Figure 1. Cells by drive strength (run 1).
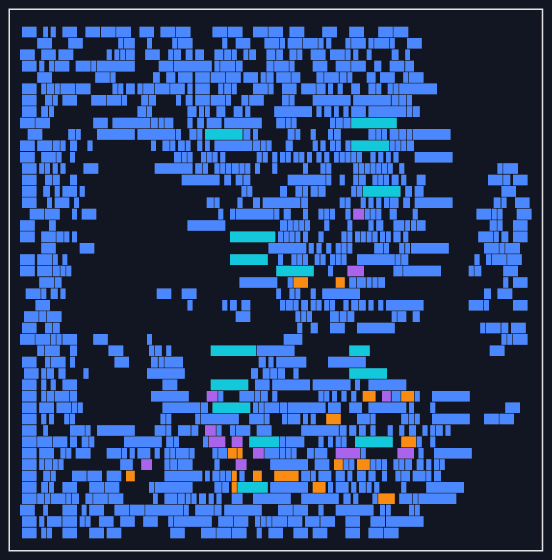
Figure 2. Routing congestion map (run 1).
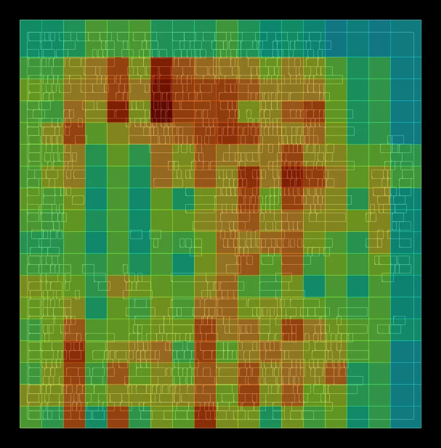
Figure 3. M3 wires (run 1).
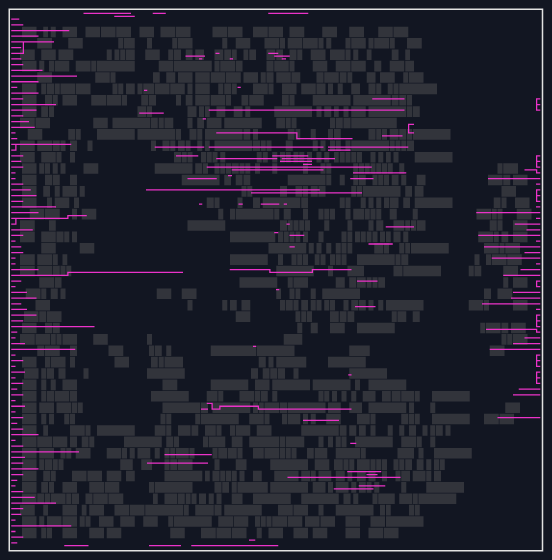
$ cat config.mk
export PLATFORM = sky130hd
export DESIGN_NAME = pipe_dmem_arbiter
export DESIGN_NICKNAME = d
export VERILOG_FILES = /design/src/rtl/pipe_dmem_arbiter.sv
export SDC_FILE = /design/constraint.sdc
export NUM_CORES = 1
export LEC_CHECK = 0
export ABC_AREA = 1
export CAP_MARGIN = 20
export CORE_AREA = 2 2 125 127
export DETAILED_ROUTE_END_ITERATION = 8
export DIE_AREA = 0 0 127 129
export PLACE_DENSITY = 0.78
export SLEW_MARGIN = 15
export SYNTH_ARGS = -nofsm -noshare
export SYNTH_HDL_FRONTEND = slang
export SYNTH_SLANG_ARGS = --single-unit
$ cat constraint.sdc
create_clock -name i_clk -period 3.85 [get_ports i_clk]
set_input_delay 0.77 -clock i_clk [delete_from_list [all_inputs] [get_ports i_clk]]
set_output_delay 0.77 -clock i_clk [all_outputs]
set_load 0.005 [all_outputs]
$ cat src/rtl/pipe_dmem_arbiter.sv
// Arbitrates one shared data-memory port between the MEM-stage CPU access and a
// 1-4 beat IO burst master, with starvation-bounded IO priority and read-return routing.
//
// state      | meaning
// -----------+-----------------------------------------------------------
// S_IDLE     | port free; CPU or IO beat 0 granted combinationally
// S_IO_BURST | IO beats 1..len in progress; CPU stalled if requesting
module pipe_dmem_arbiter #(
  parameter int IO_MAX_WAIT = 4
) (
  input  logic        i_clk,
  input  logic        i_rst,
  input  logic        i_cpu_req,
  input  logic        i_cpu_we,
  input  logic [31:0] i_cpu_addr,
  input  logic [31:0] i_cpu_wdata,
  output logic        o_cpu_stall,
  output logic [31:0] o_cpu_rdata,
  output logic        o_cpu_rvalid,
  input  logic        i_io_req,
  input  logic        i_io_we,
  input  logic [31:0] i_io_addr,
  input  logic [1:0]  i_io_len,
  input  logic [31:0] i_io_wdata,
  output logic        o_io_ack,
  output logic        o_io_done,
  output logic [31:0] o_io_rdata,
  output logic        o_io_rvalid,
  output logic        o_mem_we,
  output logic [31:0] o_mem_addr,
  output logic [31:0] o_mem_wdata,
  input  logic [31:0] i_mem_rdata,
  output logic [15:0] o_cpu_conflicts
);

  localparam int WW = (IO_MAX_WAIT < 1) ? 1 : $clog2(IO_MAX_WAIT + 1);
  localparam logic [WW-1:0] WAIT_MAX = WW'(IO_MAX_WAIT);

  typedef enum logic {S_IDLE, S_IO_BURST} state_t;

  state_t        r_state;
  logic [1:0]    r_beat;
  logic [1:0]    r_len;
  logic [31:0]   r_base;
  logic          r_we;
  logic [WW-1:0] r_wait_cnt;
  logic          r_rd_valid;
  logic          r_rd_tag;
  logic [15:0]   r_conflicts;

  logic        w_idle;
  logic        w_in_burst;
  logic        w_cpu_grant;
  logic        w_io_start;
  logic        w_cpu_rd;
  logic        w_io_rd;
  logic [31:0] w_beat_addr;

  // Grants are gated by reset so an asserted reset silences the port at once.
  assign w_idle      = (r_state == S_IDLE) && !i_rst;
  assign w_in_burst  = (r_state == S_IO_BURST) && !i_rst;
  assign w_cpu_grant = w_idle && i_cpu_req && (!i_io_req || (r_wait_cnt < WAIT_MAX));
  assign w_io_start  = w_idle && i_io_req && (!i_cpu_req || (r_wait_cnt >= WAIT_MAX));
  assign w_beat_addr = r_base + {28'd0, r_beat, 2'b00};
  assign w_cpu_rd    = w_cpu_grant && !i_cpu_we;
  assign w_io_rd     = (w_io_start && !i_io_we) || (w_in_burst && !r_we);

  always_comb begin
    o_mem_we    = 1'b0;
    o_mem_addr  = 32'd0;
    o_mem_wdata = 32'd0;
    if (w_cpu_grant) begin
      o_mem_we    = i_cpu_we;
      o_mem_addr  = i_cpu_addr;
      o_mem_wdata = i_cpu_wdata;
    end else if (w_io_start) begin
      o_mem_we    = i_io_we;
      o_mem_addr  = i_io_addr;
      o_mem_wdata = i_io_wdata;
    end else if (w_in_burst) begin
      o_mem_we    = r_we;
      o_mem_addr  = w_beat_addr;
      o_mem_wdata = i_io_wdata;
    end
  end

  assign o_cpu_stall     = i_cpu_req && !w_cpu_grant && !i_rst;
  assign o_io_ack        = w_io_start || w_in_burst;
  assign o_io_done       = (w_io_start && (i_io_len == 2'd0)) || (w_in_burst && (r_beat == r_len));
  assign o_cpu_rdata     = i_mem_rdata;
  assign o_io_rdata      = i_mem_rdata;
  assign o_cpu_rvalid    = r_rd_valid && !r_rd_tag;
  assign o_io_rvalid     = r_rd_valid && r_rd_tag;
  assign o_cpu_conflicts = r_conflicts;

  always_ff @(posedge i_clk or posedge i_rst) begin
    if (i_rst) begin
      r_state     <= S_IDLE;
      r_beat      <= 2'd0;
      r_len       <= 2'd0;
      r_base      <= 32'd0;
      r_we        <= 1'b0;
      r_wait_cnt  <= '0;
      r_rd_valid  <= 1'b0;
      r_rd_tag    <= 1'b0;
      r_conflicts <= 16'd0;
    end else begin
      r_rd_valid <= w_cpu_rd || w_io_rd;
      r_rd_tag   <= w_io_rd;

      if (o_cpu_stall && (r_conflicts != 16'hFFFF))
        r_conflicts <= r_conflicts + 16'd1;

      // Every IO beat counts as a grant, so the starvation count restarts after a burst.
      if (w_io_start || w_in_burst)
        r_wait_cnt <= '0;
      else if (i_io_req && (r_wait_cnt < WAIT_MAX))
        r_wait_cnt <= r_wait_cnt + WW'(1);

      case (r_state)
        S_IDLE: begin
          if (w_io_start && (i_io_len != 2'd0)) begin
            r_state <= S_IO_BURST;
            r_beat  <= 2'd1;
            r_len   <= i_io_len;
            r_base  <= i_io_addr;
            r_we    <= i_io_we;
          end
        end
        S_IO_BURST: begin
          if (r_beat == r_len) begin
            r_state <= S_IDLE;
            r_beat  <= 2'd0;
          end else begin
            r_beat <= r_beat + 2'd1;
          end
        end
        default: r_state <= S_IDLE;
      endcase
    end
  end

endmodule

==> out/metrics.cfg, run 1 <==
[clocking]
cts_made_buffers=9
htreeDepth=3
clkTransAtPathRegs_ns=0.05
ctsHoldBuffers=0
cts_resized=0
cts_root_buf=clkbuf_16
clock.latency.late_pin_ns=0.33
cts_tree=done

[power]
power_leader=combinational cells
leakagePower_nw=3.16
p_clk_w=0.000951
p_comb_w=0.00173
switching_power_w=0.00145
internal-power_w=0.00241
p_seq_w=0.00118
seq_power_share_pct=30.6

[min_path]
hp-class=flop to flop
hold_path_startpoint=r_base[2]$_DFFE_PP0P_

[placement]
dp_slack_ns=0.327
place_congestion=0.953
dpl_cell_area_sq_um=6890

[timing]
timing.final.ws_setup_ns=0.172
layout_min_cycle_time_ns=3.68
tightest_slew_ns=0.795
report.final.slew_viol_count=0
tns_ns=0

[cells_and_area]
diodes=0
flop_area_sq_um=1480
drive_above_1_share_pct=4.70
fillCellCount=1505
seq_area_share_pct=20.4
stdcell_area_sq_um=7240
nNetsFinal=1105
nonClkBufAreaFrac_pct=31.7
layout_top_cells=290 x nand2_1, 221 x clkdlybuf4s50_1, 81 x nand3_1
syn_to_final_growth_pct=45.3
nClkBuffers=12
finalNonFillerCells=1125
logic_area_sq_um=2650
comb_share_pct=36.6
nNonClkBuffers=229
inv_count=63

[floorplanning]
dieArea_sq_um=16400
die_x_um=127
coreArea_sq_um=15000
fp_util_pct=33.3

[critical_path]
crit_slowest_cell=clkdlybuf4s50_1
worstPathCellList=ha_1 -> fa_1 -> nand3_2 -> inv_1 -> nand2_1 -> nor2_1 -> a21oi_1 -> o21ai_0 -> nand3_1 -> clkdlybuf4s50_1
rrSetupSlack_ns=1.85
arrival_ns=2.91

[yosys]
synth-xor-area-share_pct=2.61
avgSynthCellArea_sq_um=6.35
logic_family=simple AND/OR/NAND/NOR gates
adder_share_pct=1.41
yosysWarnings=0
ff_type=dfrtp_1
ys_sh_simple_pct=37.6
yosysMostFrequentCell=nand2_1
syn-cell-area_sq_um=4980

[global_routing]
grt_max_degree=67
grt.busiest_layer=met2
grt_util_met1_pct=25.8

[route]
maxUsedRoutingLayer=met4
met1_length_um=7280
drtIter0Drc=327
wl_met2_um=8610
dr_wl_met3_um=1270

[run_status]
outcome=completed

[run]
cap_violations=0
openroad.warnings=26

-- Figure 1 (at the start) --
[blue] x1 and smaller | cells: 893 | share: 95%
[cyan] x6 and larger | cells: 15 | share: 1.6%
[orange] x2 | cells: 17 | share: 1.8%
[purple] x3 and x4 | cells: 12 | share: 1.3%

-- Figure 2 (at the start) --
routed length per instance: 15.7 um
All-Layer GR Usage: 21.0%
Core Util, Final: 48.4%
GR Util met2: 35.5%

-- Figure 3 (at the start) --
share of all routed wire: 7.2%
longest straight run: 46.5 um
wire length on this layer: 1270 um
main direction: horizontal
via count: 5533
final wirelength: 17700 um
M3 GR Usage: 5.32%

[run 1: worst max-delay path, delay by kind of cell (launching register included)]
| kind | cells | cell delay (ns) |
|---|---|---|
| fa+ha+maj | 2 | 0.74 |
| buf+inv | 2 | 0.60 |
| simple gates | 4 | 0.51 |
| flops | 1 | 0.44 |
| compound gates | 2 | 0.28 |
[run 1: worst max-delay path by stage]
stage	start	end	slack [ns]	depth (start not counted)
floorplan	i_rst	o_cpu_stall	0.65	3
global placement	i_io_req	o_mem_wdata[14]	0.32	9
detailed placement	i_io_req	o_mem_wdata[16]	0.33	9
CTS	r_beat[0]$_DFFE_PP0P_	o_mem_addr[14]	0.07	10
global route	r_beat[0]$_DFFE_PP0P_	o_mem_addr[22]	-0.008	11
finish	r_beat[0]$_DFFE_PP0P_	o_mem_addr[14]	0.17	10
Figure 4. Selected gate families (run 1).
The bar under the picture is 50 um long.
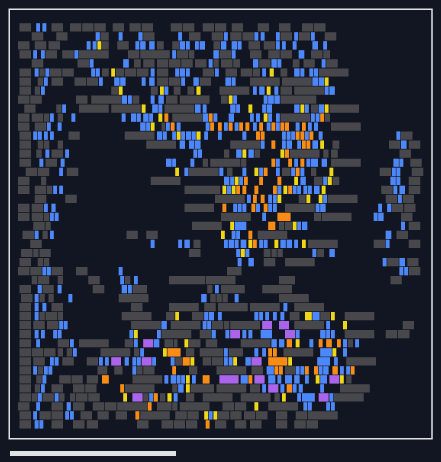

## Run 2: what changed since run 1
GPL_TIMING_DRIVEN = 0   (was unset)
Figure 5. Selected gate families (run 2).
The bar under the picture is 50 um long.
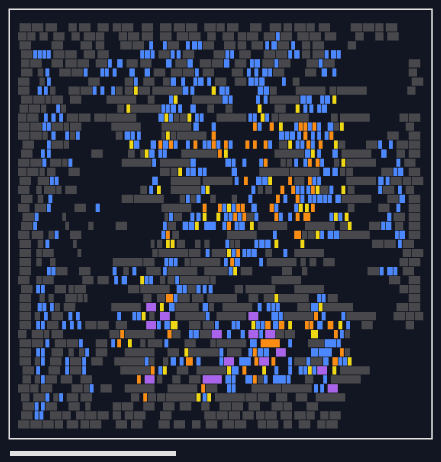
[orange] nor cells | cells: 70
[purple] xor and xnor cells | cells: 14
[blue] nand cells | cells: 383 | where: all over the die
[yellow] inv cells | cells: 63

==> run 2 against run 1 <==
  * First-iteration DRC count up 54%
  * Via count up 10%
  * Worst setup slack worse by 0.068 ns
  * Routed wire length up 10%
  * Clock power down 14%
  * Critical path depth down 4
  * Register-to-register slack better by 0.31 ns
  * Largest cell class is now buffers
  * Critical path type is now input port to primary output
==> out/metrics.cfg, run 2 <==
[critical_path]
path_class=input port to primary output
worst-r2r-cell-count=9
crit_required_ns=3.08
endpoint=o_mem_addr[29]
crit_slowest_cell=clkbuf_1
crit_buf_inv=3  ; +1
startpoint_type=input port
crit_fanout=10
crit_cells=6  ; -4
startpoint=i_rst
max_stage_delay_ns=0.54
arrival_ns=2.98  ; +0.07 ns
worstPathCellList=clkdlybuf4s50_1 -> nor2_2 -> clkbuf_1 -> nand3_1 -> nand3_1 -> clkdlybuf4s50_1
rrSetupSlack_ns=2.16  ; +0.31 ns
crit_family=buffers and inverters

[yosys]
ff_type=dfrtp_1
synth_cell_types=34
synth_nets=958
yosysTopAreaCell=dfrtp_1
syn-cell-area_sq_um=4980  ; unchanged
enable_flop_cells=0
ys_ff=59
yosysMostFrequentCell=nand2_1
common_cells=290 x nand2_1, 82 x nand3_1, 69 x buf_4, 61 x nor2_1, 60 x inv_1
synthCells=785
ys_seq_share_pct=29.6
ys_async_sr_fraction_pct=100
area_leaders=dfrtp_1 30%, nand2_1 22%, buf_4 10%
avgSynthCellArea_sq_um=6.35  ; unchanged
top_cell_area_share_pct=29.6
ys_cells=785
yosysWarnings=0  ; unchanged

[floorplanning]
num_rows=45
fp_util_pct=33.3  ; unchanged
die_x_um=127  ; unchanged
dieArea_sq_um=16400  ; unchanged
ios=318
taps=188
die_h_um=129
coreArea_sq_um=15000  ; unchanged

[global_routing]
grt_pass1_wl_um=29900
grt_remaining_overflow=0
grt_pass1_vias=5751
grtUsageTotal_pct=23.1  ; +2.1 points
grt_max_degree=33  ; -51%
grt_util_met1_pct=28.4  ; +2.6 points
met3_usage_pct=3.99  ; -1.3 points
grtUsageMet2_pct=40.8  ; +5.3 points
grt.busiest_layer=met2
antenna_found_initial=0

[route]
met1_length_um=7870  ; +8.1%
vias=6090  ; +10%
drtIter0Drc=504  ; +54%
wl_met2_um=9790  ; +14%
drc=0
viasPerCell=4.78
maxUsedRoutingLayer=met4
dr_wl_met3_um=1300  ; +2.3%
avgRoutedWirePerCell_um=15.3  ; -2.7%
finalWirelength_um=19500  ; +10%

[placement]
hpwl_um=16300
place_congestion=0.970  ; +1.7%
dpl_cell_area_sq_um=8100  ; +17%
dp_slack_ns=0.0437  ; -0.283 ns
dp.cells=1259

[cells_and_area]
flop_area_sq_um=1480  ; unchanged
largest_register_ffs=32
nNonClkBuffers=378  ; +65%
diodes=0  ; unchanged
nClkBuffers=9  ; -3
final-clk-cell-share_pct=3.62
syn_to_final_growth_pct=68.6
stdcell_area_sq_um=8410  ; +16%
utilization_pct=56.1  ; +7.8 points
nonClkBufAreaFrac_pct=41.8  ; +10 points
flops=59
nNetsFinal=1254  ; +13%
layout_top_cells=290 x nand2_1, 285 x clkdlybuf4s50_1, 81 x nand3_1
fillCellCount=1450  ; -3.7%
regMostFlops=r_base
comb.multi_input.count=570
seq_area_share_pct=17.6  ; -2.8 points
logic_area_sq_um=2640  ; -0.57%
drive_above_1_share_pct=10.9  ; +6.2 points
dominant_cells=buffers
comb_share_pct=31.4  ; -5.2 points
inv_count=63  ; unchanged
finalNonFillerCells=1274  ; +13%

[timing]
tns_ns=0  ; unchanged
report.final.slew_viol_count=0  ; unchanged
fmax_mhz=267
fin_skew_ns=0.00716
slew_headroom_pct=57.8
layout_min_cycle_time_ns=3.75  ; +0.0683 ns
tightest_slew_ns=0.633  ; -0.162 ns
fin_crit_sh_pct=97.3
timing.final.ws_setup_ns=0.103  ; -0.0683 ns
final_hold_viol_count=0
timing.hold.ws_ns=0.495

[clocking]
ctsHoldBuffers=0  ; unchanged
cts_made_buffers=9  ; unchanged
cts_setup_buffers=0
cts_root_buf=clkbuf_16
htreeDepth=3  ; unchanged
clkTransAtPathRegs_ns=0.06  ; about the same
cts_tree=done
clock_path_buffers=2
clock.latency.late_pin_ns=0.33  ; about the same
clock_sinks=59
cts_resized=0  ; unchanged

[power]
leakagePower_nw=3.76  ; +19%
finalPower_w=0.00387

[run]
openroad.warnings=26  ; unchanged
cap_violations=0  ; unchanged

[min_path]
holdPathEnd=r_base[2]$_DFFE_PP0P_
hold_path_startpoint=r_base[2]$_DFFE_PP0P_
hp-class=flop to flop

[run_status]
outcome=completed

## run 2: cell count changes in the layout (fill, tap and decap cells not counted), sizes merged
cell           delta
clkinvlp          +2
clkdlybuf4s50    +64
bufinv            -2
buf              +70
clkbuf           +12
clkinv            +3
## run 2: power by group
part	leakage [nW]	internal (W)	switching (W)
logic	2.87	0.000990	0.000889
clock network	0.138	0.000504	0.000317
registers	0.746	0.000881	0.000289
## run 2: logic make-up (layout without fill, tap and decap cells)
kind of cell	after synthesis	after routing	synth area share (%)
AND-OR/OR-AND	98	98	11.2
XOR/XNOR	14	14	2.61
adder cells (fa/ha/maj)	5	5	1.41
buffers and inverters	156	457	17.6
flip-flops	59	59	29.6
AND/OR/NAND/NOR	453	453	37.6
Power is estimated from default activity; no workload was simulated.
